$ cat config.mk
export PLATFORM = sky130hd
export DESIGN_NAME = packetizer
export DESIGN_NICKNAME = d
export VERILOG_FILES = /design/src/rtl/packetizer.sv
export SDC_FILE = /design/constraint.sdc
export NUM_CORES = 1
export LEC_CHECK = 0
export CAP_MARGIN = 0
export CORE_ASPECT_RATIO = 1.4
export CORE_UTILIZATION = 40
export CTS_BUF_LIST = sky130_fd_sc_hd__clkbuf_2
export DETAILED_ROUTE_END_ITERATION = 6
export PLACE_DENSITY = 0.67
export SYNTH_ARGS = -nofsm -noshare
export SYNTH_HDL_FRONTEND = slang
export SYNTH_SLANG_ARGS = --single-unit
$ cat constraint.sdc
create_clock -name clk -period 2.14 [get_ports clk]
set_clock_uncertainty 0.05 [all_clocks]
set_input_delay 0.535 -clock clk [delete_from_list [all_inputs] [get_ports clk]]
set_output_delay 0.535 -clock clk [all_outputs]
set_load 0.01 [all_outputs]
$ cat src/rtl/packetizer.sv
// ---------------------------------------------------------------------------
// packetizer
//
// Turns load commands into network packets. An ifmap command yields one
// packet carrying the zero-extended ifmap row. A filter command yields three
// packets, one per filter row, tagged with filter_row 1, 2, 3. Every packet
// carries a constant routing header built from the DIRECTION/X_HOP/Y_HOP
// parameters.
//
// Handshake semantics (both ports): a beat transfers on a rising edge where
// valid && ready are both 1. A producer holds valid and its payload stable
// until that edge. ready may be asserted without valid; that has no effect.
//
// Ports
//   clk          : clock, rising edge
//   rst          : synchronous, active-high reset
//   in_valid     : load command presented
//   in_ready     : block can accept a command (IDLE and not in reset)
//   in_kind      : 0 = ifmap, 1 = filter
//   in_timestep  : timestep tag copied into every packet of the command
//   in_data      : 9*FW bits; filter row r at [3*FW*r-1 : 3*FW*(r-1)],
//                  ifmap row at [IFMAP_SIZE-1:0]
//   pkt_valid    : packet presented
//   pkt_ready    : downstream accepts the packet
//   pkt_data     : {DIRECTION, X_HOP, Y_HOP, timestep, ifmapb_filter,
//                   filter_row, data[3*FW-1:0]}
//   dbg_state    : current FSM state (0 = IDLE, 1 = SEND)
//   sent_count   : 16-bit wrapping count of transferred packets, present
//                  only when PACKETIZER_PKT_COUNT_EN is defined
//
// Optional feature macro: PACKETIZER_PKT_COUNT_EN
// ---------------------------------------------------------------------------
module packetizer #(
    parameter int         FILTER_WIDTH = 8,
    parameter int         IFMAP_SIZE   = 9,
    parameter bit         DIRECTION    = 1'b0,
    parameter logic [1:0] X_HOP        = 2'd0,
    parameter logic [1:0] Y_HOP        = 2'd0
) (
    input  logic                        clk,
    input  logic                        rst,
    input  logic                        in_valid,
    output logic                        in_ready,
    input  logic                        in_kind,
    input  logic                        in_timestep,
    input  logic [9*FILTER_WIDTH-1:0]   in_data,
    output logic                        pkt_valid,
    input  logic                        pkt_ready,
    output logic [3*FILTER_WIDTH+8:0]   pkt_data,
`ifdef PACKETIZER_PKT_COUNT_EN
    output logic [15:0]                 sent_count,
`endif
    output logic                        dbg_state
);

    localparam int RW = 3 * FILTER_WIDTH;   // width of one filter row / data field
    localparam int PW = RW + 9;             // packet width

    localparam logic [4:0] HDR = {DIRECTION, X_HOP, Y_HOP};

    generate
        if (IFMAP_SIZE > 3 * FILTER_WIDTH) begin : g_bad_cfg
            $error("packetizer: IFMAP_SIZE must not exceed 3*FILTER_WIDTH");
        end
    endgenerate

    typedef enum logic {
        IDLE = 1'b0,
        SEND = 1'b1
    } state_t;

    state_t          state_q, state_d;
    logic [1:0]      row_q, row_d;        // filter_row of the packet on the output
    logic            kind_q, kind_d;      // 1 = filter command in flight
    logic            ts_q, ts_d;
    logic [2*RW-1:0] rows_q, rows_d;      // rows still to send; next row in the low slice
    logic [PW-1:0]   pkt_data_q, pkt_data_d;

    logic accept;
    logic xfer;
    logic last_pkt;

    assign accept   = in_valid && in_ready;
    assign xfer     = pkt_valid && pkt_ready;
    // An ifmap is a single packet; a filter ends after row 3.
    assign last_pkt = !kind_q || (row_q == 2'd3);

    // -----------------------------------------------------------------------
    // FSM: state register
    // -----------------------------------------------------------------------
    always_ff @(posedge clk) begin
        if (rst) begin
            state_q <= IDLE;
        end else begin
            state_q <= state_d;
        end
    end

    // -----------------------------------------------------------------------
    // FSM: next state
    // -----------------------------------------------------------------------
    always_comb begin
        state_d = state_q;
        case (state_q)
            IDLE: if (accept)           state_d = SEND;
            SEND: if (xfer && last_pkt) state_d = IDLE;
            default:                    state_d = IDLE;
        endcase
    end

    // -----------------------------------------------------------------------
    // FSM: outputs
    // -----------------------------------------------------------------------
    always_comb begin
        pkt_valid = (state_q == SEND);
        // Gated by rst so nothing can be accepted on an edge where reset wins.
        in_ready  = (state_q == IDLE) && !rst;
        dbg_state = state_q;
    end

    // -----------------------------------------------------------------------
    // Datapath next values
    // -----------------------------------------------------------------------
    always_comb begin
        row_d      = row_q;
        kind_d     = kind_q;
        ts_d       = ts_q;
        rows_d     = rows_q;
        pkt_data_d = pkt_data_q;

        if (accept) begin
            // Everything needed for the whole command is captured here so
            // later input changes cannot leak into packets in flight.
            ts_d   = in_timestep;
            kind_d = in_kind;
            rows_d = in_data[3*RW-1:RW];
            if (in_kind) begin
                row_d      = 2'd1;
                pkt_data_d = {HDR, in_timestep, 1'b1, 2'd1, in_data[RW-1:0]};
            end else begin
                row_d      = 2'd0;
                pkt_data_d = {HDR, in_timestep, 1'b0, 2'd0,
                              RW'(in_data[IFMAP_SIZE-1:0])};
            end
        end else if (xfer) begin
            if (last_pkt) begin
                row_d = 2'd0;
            end else begin
                // Load the next row on the transfer edge so pkt_valid never
                // drops between filter rows.
                row_d      = row_q + 2'd1;
                pkt_data_d = {HDR, ts_q, 1'b1, row_q + 2'd1, rows_q[RW-1:0]};
                rows_d     = {{RW{1'b0}}, rows_q[2*RW-1:RW]};
            end
        end
    end

    always_ff @(posedge clk) begin
        if (rst) begin
            row_q      <= 2'd0;
            kind_q     <= 1'b0;
            ts_q       <= 1'b0;
            rows_q     <= '0;
            pkt_data_q <= '0;
        end else begin
            row_q      <= row_d;
            kind_q     <= kind_d;
            ts_q       <= ts_d;
            rows_q     <= rows_d;
            pkt_data_q <= pkt_data_d;
        end
    end

    assign pkt_data = pkt_data_q;

`ifdef PACKETIZER_PKT_COUNT_EN
    // -----------------------------------------------------------------------
    // Transferred-packet counter, wraps naturally at 16 bits
    // -----------------------------------------------------------------------
    logic [15:0] sent_count_q, sent_count_d;

    always_comb begin
        sent_count_d = sent_count_q;
        if (xfer) begin
            sent_count_d = sent_count_q + 16'd1;
        end
    end

    always_ff @(posedge clk) begin
        if (rst) begin
            sent_count_q <= 16'd0;
        end else begin
            sent_count_q <= sent_count_d;
        end
    end

    assign sent_count = sent_count_q;
`endif

endmodule

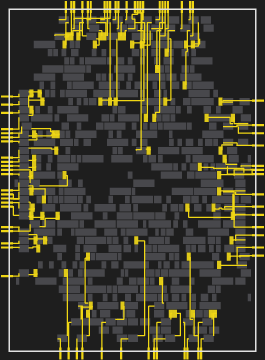
(images/port_trees.png)
(3 px per µm)
Yellow shows in_data, bits 72, direction input, edge 23 north, 22 west, 14 east, 13 south, end cells 72, wire 1270 µm.
# port buffers: 108
I/O pin count: 114

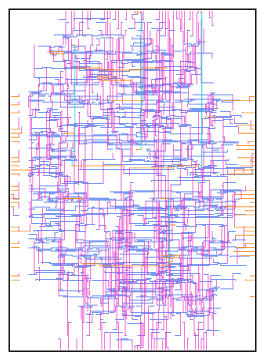
(images/layers.png)
(3 px per µm)
Magenta shows M2, wire length 4210 µm. Cyan shows M4, wire length 179 µm. Blue shows M1, wire length 4300 µm. Orange shows M3, wire length 391 µm.

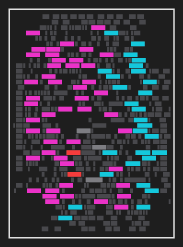
(images/ff_map.png)
(2 px per µm) Other sequential cells in the stronger grey, the rest of the logic in the fainter grey.
Cyan shows pkt_data, flops 28. Magenta shows rows_q, flops 48. Red shows row_q, flops 2.
Post-Route Utilization: 0.561
register area: 1640 µm²
Seq group: 1.66 mW
flop share of the area: 0.338

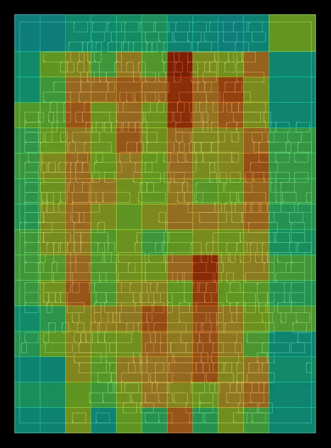
(images/congestion_map.png)
GR Layer Usage met2: 0.319
detail-routed net length per standard cell: 14.5 µm
M1 GR Usage: 0.267

==> deck_impl_summary.md <==
Synthesis and Place & Route Summary

Layout
  • NumNets Final: around 600
  • Fraction of layout cells with a size suffix above 1: 0.109
  • N_diodes: 0
  • Layout area overhead: 36.0%
  • Final Non-Filler Cells: between 600 and 700

Final timing
  • Slew Limit Headroom: 0.412
  • Cycle use final: 0.961
  • Final min period: around 2 ns
  • Total negative slack: 0 ns
  • Slew @ Worst Pin: between 0.8 and 0.9 ns
  • Setup-failing EPs final: 0

Floorplan
  • Core Box Area: about 8600 µm²
  • Die Ht: approximately 110 µm
  • Chip area: slightly above 9000 µm²

Power
  • PwrDens: 623 nW/µm²
  • Combinational fraction of design power: 0.195
  • Leakage: ~1.7 nW
  • Net Switching: a little over 0.8 mW
  • VDD IR max: approximately 0.37 mV
  • Internal Power: 2.20 mW
  • Seq pwr share: 0.551

Setup path
  • Crit end category: output pin
  • Data arrival time of the critical path: roughly 1.5 ns
  • CP max stage cell: clkdlybuf4s50_1
  • CP delay by family, top: buffers and inverters
  • Worst stage delay on the critical path: 0.54 ns
  • Crit path kind: reg -> out
  • Critical Path Fanout Max: 2

Run status
  • Status: finished, final reports clean

Yosys
  • Syn Inst Count: 429
  • Max-area cell share: 0.456
  • Post-synth EDFFs: 0
  • Fraction of registers with async set/reset: 0
  • Syn_area_per_cell: a little over 8 µm²
  • Top_reg_cell synth: dfxtp_1
  • Sequential area share after synthesis: 0.456
  • Top cells by area: dfxtp_1 (46%), a211oi_1 (8.5%), nand2_1 (8.0%)
  • Post-synth regs: 81
  • Synth warn: 0
  • Number of library cell types mapped by synthesis: 29

Global routing
  • Total grt overflow: 0
  • GRT Total Usage: 0.202
  • First-pass GRT wire length: ~14000 µm
  • Largest net degree at the start of global routing: a little over 80
  • Vias in the first global route: around 3000

Place
  • Hpwl dp: a little over 6000 µm
  • Placed Cells: 611

Routing
  • DRT iter0 DRCs: 212
  • Final wirelength: 9090 µm
  • Vias: approximately 3300

Clock tree
  • CTS Buf Count: 9
  • # hold bufs at CTS: 0
  • Clk pin slew, worst setup/hold paths: 0.22 ns
  • Clock tree sinks: 81
[synthesized netlist by cell type (2+ instances only)]
library cell / instances
nor3_1: 53
dfxtp_1: 81
clkbuf_1: 19
buf_4: 17
a211oi_2: 9
buf_2: 9
mux2i_1: 2
buf_6: 5
nand2_1: 76
a21oi_1: 25
nand3_1: 25
nor2_1: 5
a211oi_1: 40
o21ai_0: 48
[cell type report]
type                            count  area [µm²]  share of cell area
Multi-Input combinational cell    301        1650               0.341
Timing Repair Buffer              125        1320               0.272
Clock buffer                       11        55.1              0.0114
Clock inverter                      5        46.3             0.00958
Sequential cell                    81        1640               0.338
Tap cell                          105         131              0.0272
[placed cells by master, fill, tap and decap left out, types with 11 or more instances in the layout]
| cell | count |
|---|---|
| clkdlybuf4s50_1 | 106 |
| clkbuf_2 | 11 |
| nor3_1 | 53 |
| dfxtp_1 | 72 |
| o21ai_0 | 48 |
| a21oi_1 | 25 |
| a211oi_1 | 40 |
| nand2_1 | 76 |
| nand3_1 | 25 |
[path summary, 6_finish.rpt]
kind | to | depth (start not counted) | slack (ns) | start
max | pkt_data[27] | 1 | 0.08 | pkt_data[27]
min | dbg_state | 2 | 0.24 | rst
max reg2reg | rows_q[17] | 5 | 0.53 | row_q[0]
min reg2reg | rows_q[40] | 2 | 0.42 | rows_q[40]
[stage by stage]
stage | hold slack, ns | total power [mW] | setup slack, ns | area, µm² | util
floorplan | 0.390 | 1.98 | 0.348 | 3570 | -
global placement | 0.399 | 2.26 | 0.0231 | 4710 | 0.547
detailed placement | 0.405 | 2.28 | 0.00380 | 4710 | 0.547
CTS | 0.192 | 3.04 | 0.00974 | 4820 | 0.560
global route | 0.198 | 3.16 | 0.00127 | 4830 | 0.561
finish | 0.238 | 3.01 | 0.0841 | 4830 | 0.561
[flip-flops by register name, summed over array words and instances, names as in the netlist]
name       flops
rows_q        48
row_q          2
dbg_state      1
pkt_data      28
kind_q         1
ts_q           1
[power by group through the flow]
stage	logic [mW]	registers, mW	clock network, mW
floorplan	0.293	1.69	0
global placement	0.575	1.69	0
detailed placement	0.584	1.69	0
CTS	0.591	1.66	0.789
global route	0.646	1.67	0.843
finish	0.588	1.66	0.764
[layer usage]
layer	vias to the layer above	track usage	part of all wire
met1	1501	0.267	0.47
li1	1689	-	-
met4	0	0.0737	0.020
met5	-	0	0
met3	13	0.0448	0.043
met2	90	0.319	0.46
[cells by family (layout without fill, tap and decap cells)]
logic type / after synthesis / in the layout / share of synthesized area
AND-OR/OR-AND: 126 / 126 / 0.230
AND/OR/NAND/NOR: 167 / 167 / 0.218
buffers and inverters: 51 / 141 / 0.0856
other: 1 / 5 / 0.00106
adder cells (fa/ha/maj): 1 / 1 / 0.00352
flip-flops: 81 / 81 / 0.457
multiplexers: 2 / 2 / 0.00564
[what timing repair did]
action,CTS,global route
endpoints found under the setup margin,3,8
resized,3,8
buffers inserted,1,0
No activity file was given, so power comes from the tool's default toggle rates.
